===== config.mk =====
export PLATFORM = sky130hd
export DESIGN_NAME = mac_block_seq
export DESIGN_NICKNAME = d
export VERILOG_FILES = /design/src/rtl/mac_block_seq.sv
export SDC_FILE = /design/constraint.sdc
export NUM_CORES = 1
export LEC_CHECK = 0
export CORE_AREA = 8 8 301 303
export CTS_CLUSTER_DIAMETER = 30
export DETAILED_ROUTE_END_ITERATION = 6
export DIE_AREA = 0 0 309 311
export SYNTH_ARGS = -nofsm -noshare
export SYNTH_HDL_FRONTEND = slang
export SYNTH_SLANG_ARGS = --single-unit

===== constraint.sdc =====
create_clock -name clk -period 5.4 [get_ports clk]
set_input_delay 1.08 -clock clk [delete_from_list [all_inputs] [get_ports clk]]
set_output_delay 1.08 -clock clk [all_outputs]
set_load 0.005 [all_outputs]

===== src/rtl/mac_block_seq.sv =====
// Block sequencer for one sparse MAC lane: loads compressed blocks, starts the lane,
// serves its operand lookups and chains the partial sum across blocks of a job.
module mac_block_seq #(
  parameter int unsigned DATA_WIDTH  = 8,
  parameter int unsigned BLOCK_DEPTH = 32,
  parameter int unsigned CNT_W       = 8,
  parameter int unsigned ACC_W       = DATA_WIDTH * 2 + $clog2(BLOCK_DEPTH * 3),
  localparam int unsigned OFF_W      = $clog2(BLOCK_DEPTH)
) (
  input  logic                              clk,
  input  logic                              rst_n,
  input  logic                              job_val,
  output logic                              job_rdy,
  input  logic [CNT_W-1:0]                  job_nblk,
  input  logic [ACC_W-1:0]                  job_psum,
  input  logic                              blk_val,
  output logic                              blk_rdy,
  input  logic [BLOCK_DEPTH-1:0]            blk_flg_act,
  input  logic [BLOCK_DEPTH-1:0]            blk_flg_wei,
  input  logic [BLOCK_DEPTH*DATA_WIDTH-1:0] blk_act,
  input  logic [BLOCK_DEPTH*DATA_WIDTH-1:0] blk_wei,
  output logic                              PECMAC_Sta,
  input  logic                              MACPEC_Fnh,
  output logic [BLOCK_DEPTH-1:0]            PECMAC_FlgAct,
  output logic [BLOCK_DEPTH-1:0]            PECMAC_FlgWei,
  input  logic                              MACAW_ValOffset,
  input  logic [OFF_W-1:0]                  MACAW_OffsetAct,
  input  logic [OFF_W-1:0]                  MACAW_OffsetWei,
  output logic [DATA_WIDTH-1:0]             PECMAC_Act,
  output logic [DATA_WIDTH-1:0]             PECMAC_Wei,
  output logic                              PECMAC_ActWei_Val,
  output logic [ACC_W-1:0]                  MACMAC_Mac,
  input  logic [ACC_W-1:0]                  MACCNV_Mac,
  output logic                              out_val,
  input  logic                              out_rdy,
  output logic [ACC_W-1:0]                  out_psum,
  output logic                              busy
);

  typedef enum logic [2:0] {
    StIdle, StLoad, StStart, StRun, StDrain, StNext, StOut
  } state_e;

  state_e                                       state_q, state_d;
  logic [ACC_W-1:0]                             psum_q, psum_d;
  logic [CNT_W-1:0]                             blk_left_q, blk_left_d;
  logic [BLOCK_DEPTH-1:0]                       flg_act_q, flg_act_d;
  logic [BLOCK_DEPTH-1:0]                       flg_wei_q, flg_wei_d;
  logic [BLOCK_DEPTH-1:0][DATA_WIDTH-1:0]       act_q, act_d;
  logic [BLOCK_DEPTH-1:0][DATA_WIDTH-1:0]       wei_q, wei_d;

  always_ff @(posedge clk or negedge rst_n) begin
    if (!rst_n) begin
      state_q    <= StIdle;
      psum_q     <= '0;
      blk_left_q <= '0;
      flg_act_q  <= '0;
      flg_wei_q  <= '0;
      act_q      <= '0;
      wei_q      <= '0;
    end else begin
      state_q    <= state_d;
      psum_q     <= psum_d;
      blk_left_q <= blk_left_d;
      flg_act_q  <= flg_act_d;
      flg_wei_q  <= flg_wei_d;
      act_q      <= act_d;
      wei_q      <= wei_d;
    end
  end

  always_comb begin
    state_d           = state_q;
    psum_d            = psum_q;
    blk_left_d        = blk_left_q;
    flg_act_d         = flg_act_q;
    flg_wei_d         = flg_wei_q;
    act_d             = act_q;
    wei_d             = wei_q;
    job_rdy           = 1'b0;
    blk_rdy           = 1'b0;
    PECMAC_Sta        = 1'b0;
    PECMAC_ActWei_Val = 1'b0;
    PECMAC_Act        = '0;
    PECMAC_Wei        = '0;
    MACMAC_Mac        = '0;
    out_val           = 1'b0;
    out_psum          = '0;

    unique case (state_q)
      StIdle: begin
        job_rdy = 1'b1;
        if (job_val) begin
          psum_d     = job_psum;
          // A zero block count still runs one block.
          blk_left_d = (job_nblk == '0) ? CNT_W'(1) : job_nblk;
          state_d    = StLoad;
        end
      end
      StLoad: begin
        blk_rdy = blk_val;
        if (blk_val) begin
          flg_act_d = blk_flg_act;
          flg_wei_d = blk_flg_wei;
          act_d     = blk_act;
          wei_d     = blk_wei;
          state_d   = StStart;
        end
      end
      StStart: begin
        PECMAC_Sta = 1'b1;
        MACMAC_Mac = psum_q;
        state_d    = StRun;
      end
      StRun: begin
        PECMAC_ActWei_Val = 1'b1;
        PECMAC_Act        = act_q[MACAW_OffsetAct];
        PECMAC_Wei        = wei_q[MACAW_OffsetWei];
        if (MACPEC_Fnh && !MACAW_ValOffset) state_d = StDrain;
      end
      StDrain: begin
        // Lane's final accumulate has landed by now; take it as the chained sum.
        psum_d     = MACCNV_Mac;
        blk_left_d = blk_left_q - CNT_W'(1);
        state_d    = StNext;
      end
      StNext: begin
        state_d = (blk_left_q == '0) ? StOut : StLoad;
      end
      StOut: begin
        out_val  = 1'b1;
        out_psum = psum_q;
        if (out_rdy) state_d = StIdle;
      end
      default: state_d = StIdle;
    endcase
  end

  assign PECMAC_FlgAct = flg_act_q;
  assign PECMAC_FlgWei = flg_wei_q;
  assign busy          = (state_q != StIdle);

endmodule


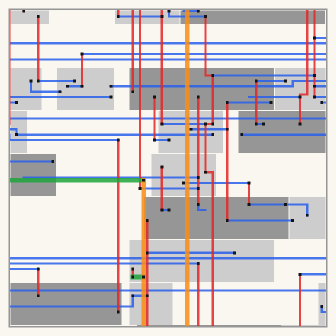
**Above:** run 1 (close-up of the layout).
Region (222, 223) to (242, 243) µm. Cells in grey, sequential cells in the stronger grey; small squares are vias.
Key: met1 = blue; met4 = orange; met2 = red; met3 = green
Netlist names of flops here include `wei_q` (4). Most frequent: dfrtp_1 (4), mux2_2 (3). 10 logic cells have their middle in the window. Sequential cells in the window: 4.

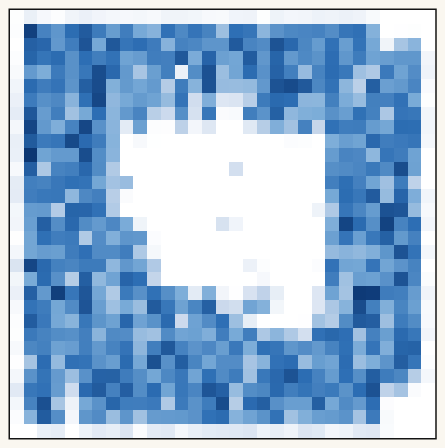
**Above:** run 1 (local utilization).
31 x 31 tiles, from white (low) to dark blue (high), 0 to 100% covered.
13% of the tiles are over 75% full. The emptiest ninth of the die: centre. The mean over all tiles is 42%. The fullest tile reaches 97%. 21% of the tiles are nearly empty.

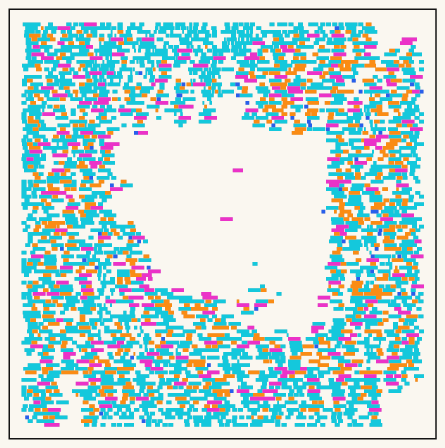
**Above:** run 1 (drive-strength map).
Key: drive 2 = orange [cells 658, most used mux2_2]; drive 6 and up = magenta [cells 231, most used clkbuf_16]; drive 3 to 4 = blue [cells 58, most used buf_4]; drive 1 or less = cyan [cells 1834, most used clkdlybuf4s50_1]

==> Table 3: Implementation characteristics, run 1 <==
Implementation parameters

Parameter                              Value

Synthesis
  Post-synthesis simple-gate area fraction .................. 0.03202
  Largest combinational cell category by area .................. multiplexers
  Most numerous cell types in the synthesized netlist .................. 610 x sky130_fd_sc_hd__dfrtp_1, 530 x sky130_fd_sc_hd__mux2_2, 91 x sky130_fd_sc_hd__mux4_2
  Top cell type by instance count after synthesis .................. sky130_fd_sc_hd__dfrtp_1
  Flops & latches, synth .................. 610
  Mux contribution to synthesized area .................. 0.3527
  Post-synthesis compound-gate area fraction .................. 0.02974
  Post-Synthesis Cell Area .................. 0.02802 mm²
  Synthesized netlist net count .................. 2453
  Yosys Chip Area .................. 0.02802 mm²

Drt
  DRC viols .................. 0
  Antenna Violating Nets Remaining .................. 0
  Top layer in use .................. met5
  Post-DR vias/cell .................. 4.912
  Number of vias after detailed routing .................. 19390

Final timing
  Tcrit/Tclk final .................. 0.8886
  Setup violations, final .................. 0
  Tightest Pin Transition .................. 1297 ps
  Achievable frequency .................. 208.4 MHz
  Final hold vios .................. 0

Place
  Count of port buffers added during placement .................. 778
  Routability cong. .................. 0.8457
  Post-DP HPWL .................. 74.57 mm
  Inst Count DP .................. 3650

Global route
  Antenna violations before repair .................. 34
  GRT Residual Overflow .................. 0

Clock network
  Count of hold buffers inserted by post-cts repair .................. 0
  Post-CTS Setup Inserts .................. 0
  Post_cts resized .................. 0
  Clock-pin slew on the worst setup and hold paths .................. 40 ps
  CTS H-Tree Depth .................. 4

Run status
  Status .................. complete, no violations

Setup path
  Most common cell type on the critical path .................. sky130_fd_sc_hd__clkdlybuf4s50_1
  Worst reg2reg endpoint .................. act_q[12]$_DFFE_PN0P_
  CP peak stage delay .................. 550 ps
  Crit-path max FO .................. 22
  R2R setup slack .................. 2310 ps
  Critical path class .................. in2out
  Critical Path Sink Type .................. primary output
  Worst setup path endpoint .................. PECMAC_Act[4]

Floorplanning
  Starting density of the core .................. 0.3260
  Num tapcells .................. 1155
  Std cell rows .................. 108
  DIE AREA .................. 0.09610 mm²

Final layout
  Fin cells .................. 3948
  Share of cell area taken by multi-input logic gates .................. 0.2764
  Area of the multi-input gates .................. 0.01164 mm²
  Fill cells .................. 7454
  Layout Cell Area excl Fill .................. 0.04211 mm²
  Top cells excl fill/tap .................. 772 x sky130_fd_sc_hd__clkdlybuf4s50_1, 610 x sky130_fd_sc_hd__dfrtp_1, 530 x sky130_fd_sc_hd__mux2_2, 161 x sky130_fd_sc_hd__clkbuf_16, 91 x sky130_fd_sc_hd__mux4_2
  Number of clock buffers in the layout .................. 207
  Layout cells sized above 1 .................. 0.3405
  Comb_multi_in .................. 1060
  Area growth from synthesis to final layout .................. 50.31%

Pwr
  Clk pwr share .................. 0.386
==> inputs of run 2 (changes only) <==
--- a/config.mk
+++ b/config.mk
@@ -9,6 +9,7 @@
 export CTS_CLUSTER_DIAMETER = 30
 export DETAILED_ROUTE_END_ITERATION = 6
 export DIE_AREA = 0 0 309 311
+export SETUP_SLACK_MARGIN = 0.15
 export SYNTH_ARGS = -nofsm -noshare
 export SYNTH_HDL_FRONTEND = slang
 export SYNTH_SLANG_ARGS = --single-unit
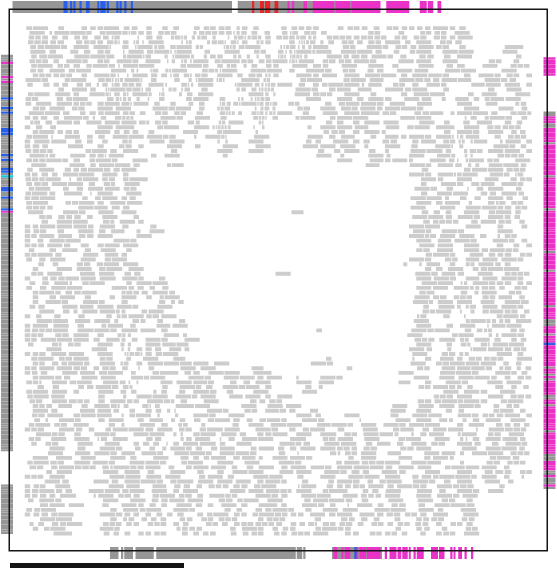
**Above:** run 2 (pin placement).
The bar under the picture is 100 µm long. Pins as bars across the die edge, other pins in grey.
Key: `job_nblk` = red [pins 8, direction input, edge top]; `blk_wei` = magenta [pins 256, direction input, edge 137 right, 67 top, 48 bottom, 4 left]; `blk_flg_act` = blue [pins 32, direction input, edge 16 top, 14 left, 1 right, 1 bottom]; `out_rdy` = cyan [pins 1, direction input, edge left]

==> run 2 against run 1 <==
Against the previous run: clock skew unchanged; critical path depth unchanged; area after synthesis unchanged; clock power about the same; total power unchanged; cell area unchanged; sequential share of layout area unchanged; global-route usage unchanged; critical endpoint unchanged; largest power group unchanged.
==> Table 3: Implementation characteristics, run 2 <==
Implementation parameters

Parameter                              Value

Run status
  Status .................. complete, no violations

Synthesis
  Most numerous cell types in the synthesized netlist .................. 610 x sky130_fd_sc_hd__dfrtp_1, 530 x sky130_fd_sc_hd__mux2_2, 91 x sky130_fd_sc_hd__mux4_2
  Post-synthesis simple-gate area fraction .................. 0.03202
  Largest combinational cell category by area .................. multiplexers
  Top cell type by instance count after synthesis .................. sky130_fd_sc_hd__dfrtp_1
  Async SR Flop Fraction .................. 1.000
  Synthesized netlist net count .................. 2453
  Post-Synthesis Cell Area .................. 0.02802 mm²
  Flops & latches, synth .................. 610
  Yosys Chip Area .................. 0.02802 mm²
  Mux contribution to synthesized area .................. 0.3527
  Post-synthesis compound-gate area fraction .................. 0.02974

Place
  Post-DP HPWL .................. 74.57 mm
  Inst Count DP .................. 3650
  Routability cong. .................. 0.8457
  Count of port buffers added during placement .................. 778

Final timing
  Tcrit/Tclk final .................. 0.8886
  Setup violations, final .................. 0
  Tightest Pin Transition .................. 1297 ps
  Final hold vios .................. 0

Floorplanning
  DIE AREA .................. 0.09610 mm²
  Starting density of the core .................. 0.3260
  Std cell rows .................. 108
  Num tapcells .................. 1155
  Height of the die .................. 311 µm

Drt
  Number of vias after detailed routing .................. 19390
  DR WL met2 .................. 49.02 mm
  DRC viols .................. 0
  Top layer in use .................. met5
  Antenna Violating Nets Remaining .................. 0

Final layout
  Top cells excl fill/tap .................. 772 x sky130_fd_sc_hd__clkdlybuf4s50_1, 610 x sky130_fd_sc_hd__dfrtp_1, 530 x sky130_fd_sc_hd__mux2_2, 161 x sky130_fd_sc_hd__clkbuf_16, 91 x sky130_fd_sc_hd__mux4_2
  Number of clock buffers in the layout .................. 207
  Area growth from synthesis to final layout .................. 50.31%
  Fill cells .................. 7454
  Fin cells .................. 3948
  Layout cells sized above 1 .................. 0.3405
  Comb_multi_in .................. 1060
  Area of the multi-input gates .................. 0.01164 mm²

Clock network
  Post_cts resized .................. 0
  Count of hold buffers inserted by post-cts repair .................. 0
  Clock-pin slew on the worst setup and hold paths .................. 40 ps
  Root Driver .................. sky130_fd_sc_hd__clkbuf_16
  Post-CTS Setup Inserts .................. 0

Global route
  Vias in the first global route .................. 21990
  Antenna violations before repair .................. 34

Setup path
  Worst setup path endpoint .................. PECMAC_Act[4]
  R2R setup slack .................. 2310 ps
  CP peak stage delay .................. 550 ps
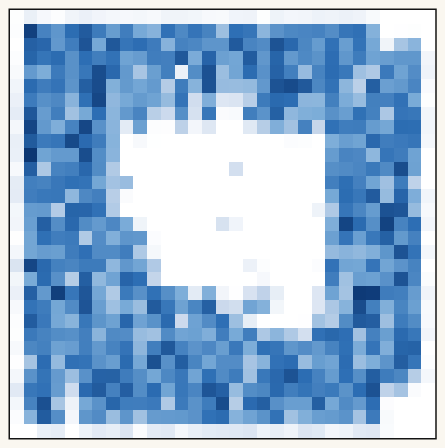
**Above:** run 2 (local utilization).
31 x 31 tiles, from white (low) to dark blue (high), 0 to 100% covered.
13% of the tiles are over 75% full. The emptiest ninth of the die: centre. The mean over all tiles is 42%. The fullest tile reaches 97%. 21% of the tiles are nearly empty.

==> inputs of run 3 (changes only) <==
--- a/config.mk
+++ b/config.mk
@@ -5,11 +5,13 @@
 export SDC_FILE = /design/constraint.sdc
 export NUM_CORES = 1
 export LEC_CHECK = 0
+export ABC_CLOCK_PERIOD_IN_PS = 5400
 export CORE_AREA = 8 8 301 303
 export CTS_CLUSTER_DIAMETER = 30
 export DETAILED_ROUTE_END_ITERATION = 6
 export DIE_AREA = 0 0 309 311
 export SETUP_SLACK_MARGIN = 0.15
+export SKIP_CTS_REPAIR_TIMING = 1
 export SYNTH_ARGS = -nofsm -noshare
 export SYNTH_HDL_FRONTEND = slang
 export SYNTH_SLANG_ARGS = --single-unit
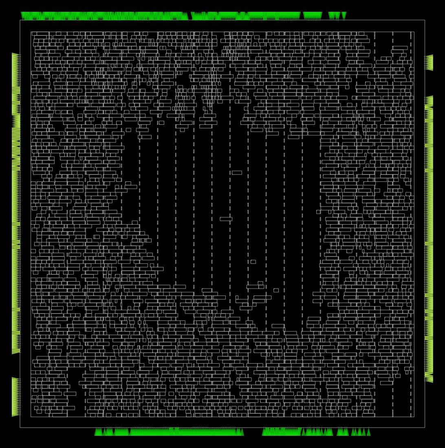
**Above:** run 3 (cell outlines without signal wires).
num tapcells: 1155
final core occ: 0.4900

==> run 3 against run 2 <==
Against the previous run: worst setup slack stayed put; area after synthesis is the same; die area did not move.
==> Table 3: Implementation characteristics, run 3 <==
Implementation parameters

Parameter                              Value

Run status
  Status .................. complete, no violations

Drt
  Antenna Violating Nets Remaining .................. 0
  DR WL met2 .................. 49.02 mm
  Number of vias after detailed routing .................. 19390
  DRC viols .................. 0
  Post-DR vias/cell .................. 4.912

Clock network
  CTS H-Tree Depth .................. 4
  Root Driver .................. sky130_fd_sc_hd__clkbuf_16
  Clock-pin slew on the worst setup and hold paths .................. 40 ps

Final layout
  Comb_multi_in .................. 1060
  Fill cells .................. 7454
  Area of the multi-input gates .................. 0.01164 mm²
  Layout cells sized above 1 .................. 0.3405
  Top cells excl fill/tap .................. 772 x sky130_fd_sc_hd__clkdlybuf4s50_1, 610 x sky130_fd_sc_hd__dfrtp_1, 530 x sky130_fd_sc_hd__mux2_2, 161 x sky130_fd_sc_hd__clkbuf_16, 91 x sky130_fd_sc_hd__mux4_2

Synthesis
  Largest combinational cell category by area .................. multiplexers
  Async SR Flop Fraction .................. 1.000
  Mux contribution to synthesized area .................. 0.3527
  Synthesized netlist net count .................. 2453
  Post-synthesis compound-gate area fraction .................. 0.02974
  Post-synthesis simple-gate area fraction .................. 0.03202
  Most numerous cell types in the synthesized netlist .................. 610 x sky130_fd_sc_hd__dfrtp_1, 530 x sky130_fd_sc_hd__mux2_2, 91 x sky130_fd_sc_hd__mux4_2
  Yosys Chip Area .................. 0.02802 mm²
  Post-Synthesis Cell Area .................. 0.02802 mm²
  Flops & latches, synth .................. 610
  Top cell type by instance count after synthesis .................. sky130_fd_sc_hd__dfrtp_1

Global route
  Vias in the first global route .................. 21990
  Antenna violations before repair .................. 34

Place
  Inst Count DP .................. 3650
  Count of port buffers added during placement .................. 778
  Post-DP HPWL .................. 74.57 mm
  Routability cong. .................. 0.8457

Final timing
  Achievable frequency .................. 208.4 MHz
  Tightest Pin Transition .................. 1297 ps
  Tcrit/Tclk final .................. 0.8886

Setup path
  Critical path class .................. in2out
  Most common cell type on the critical path .................. sky130_fd_sc_hd__clkdlybuf4s50_1
  Worst reg2reg endpoint .................. act_q[12]$_DFFE_PN0P_
  Crit-path max FO .................. 22
  Critical Path Sink Type .................. primary output
  Worst setup path endpoint .................. PECMAC_Act[4]
  R2R setup slack .................. 2310 ps
  CP peak stage delay .................. 550 ps

Floorplanning
  Height of the die .................. 311 µm
  DIE AREA .................. 0.09610 mm²
  Std cell rows .................. 108

Pwr
  Clk pwr share .................. 0.386
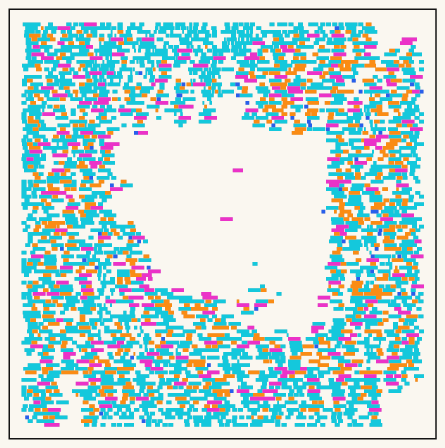
**Above:** run 3 (drive-strength map).
Key: drive 3 to 4 = blue [cells 58, most used buf_4]; drive 6 and up = magenta [cells 231, most used clkbuf_16]; drive 1 or less = cyan [cells 1834, most used clkdlybuf4s50_1]; drive 2 = orange [cells 658, most used mux2_2]
area growth from synthesis to final layout: 50.31%
number of buffers outside the clock class in the layout: 818
Layout Cell Area excl Fill: 0.04211 mm²
setup slack after layout: 601.7 ps

No activity file was given, so power comes from the tool's default toggle rates.
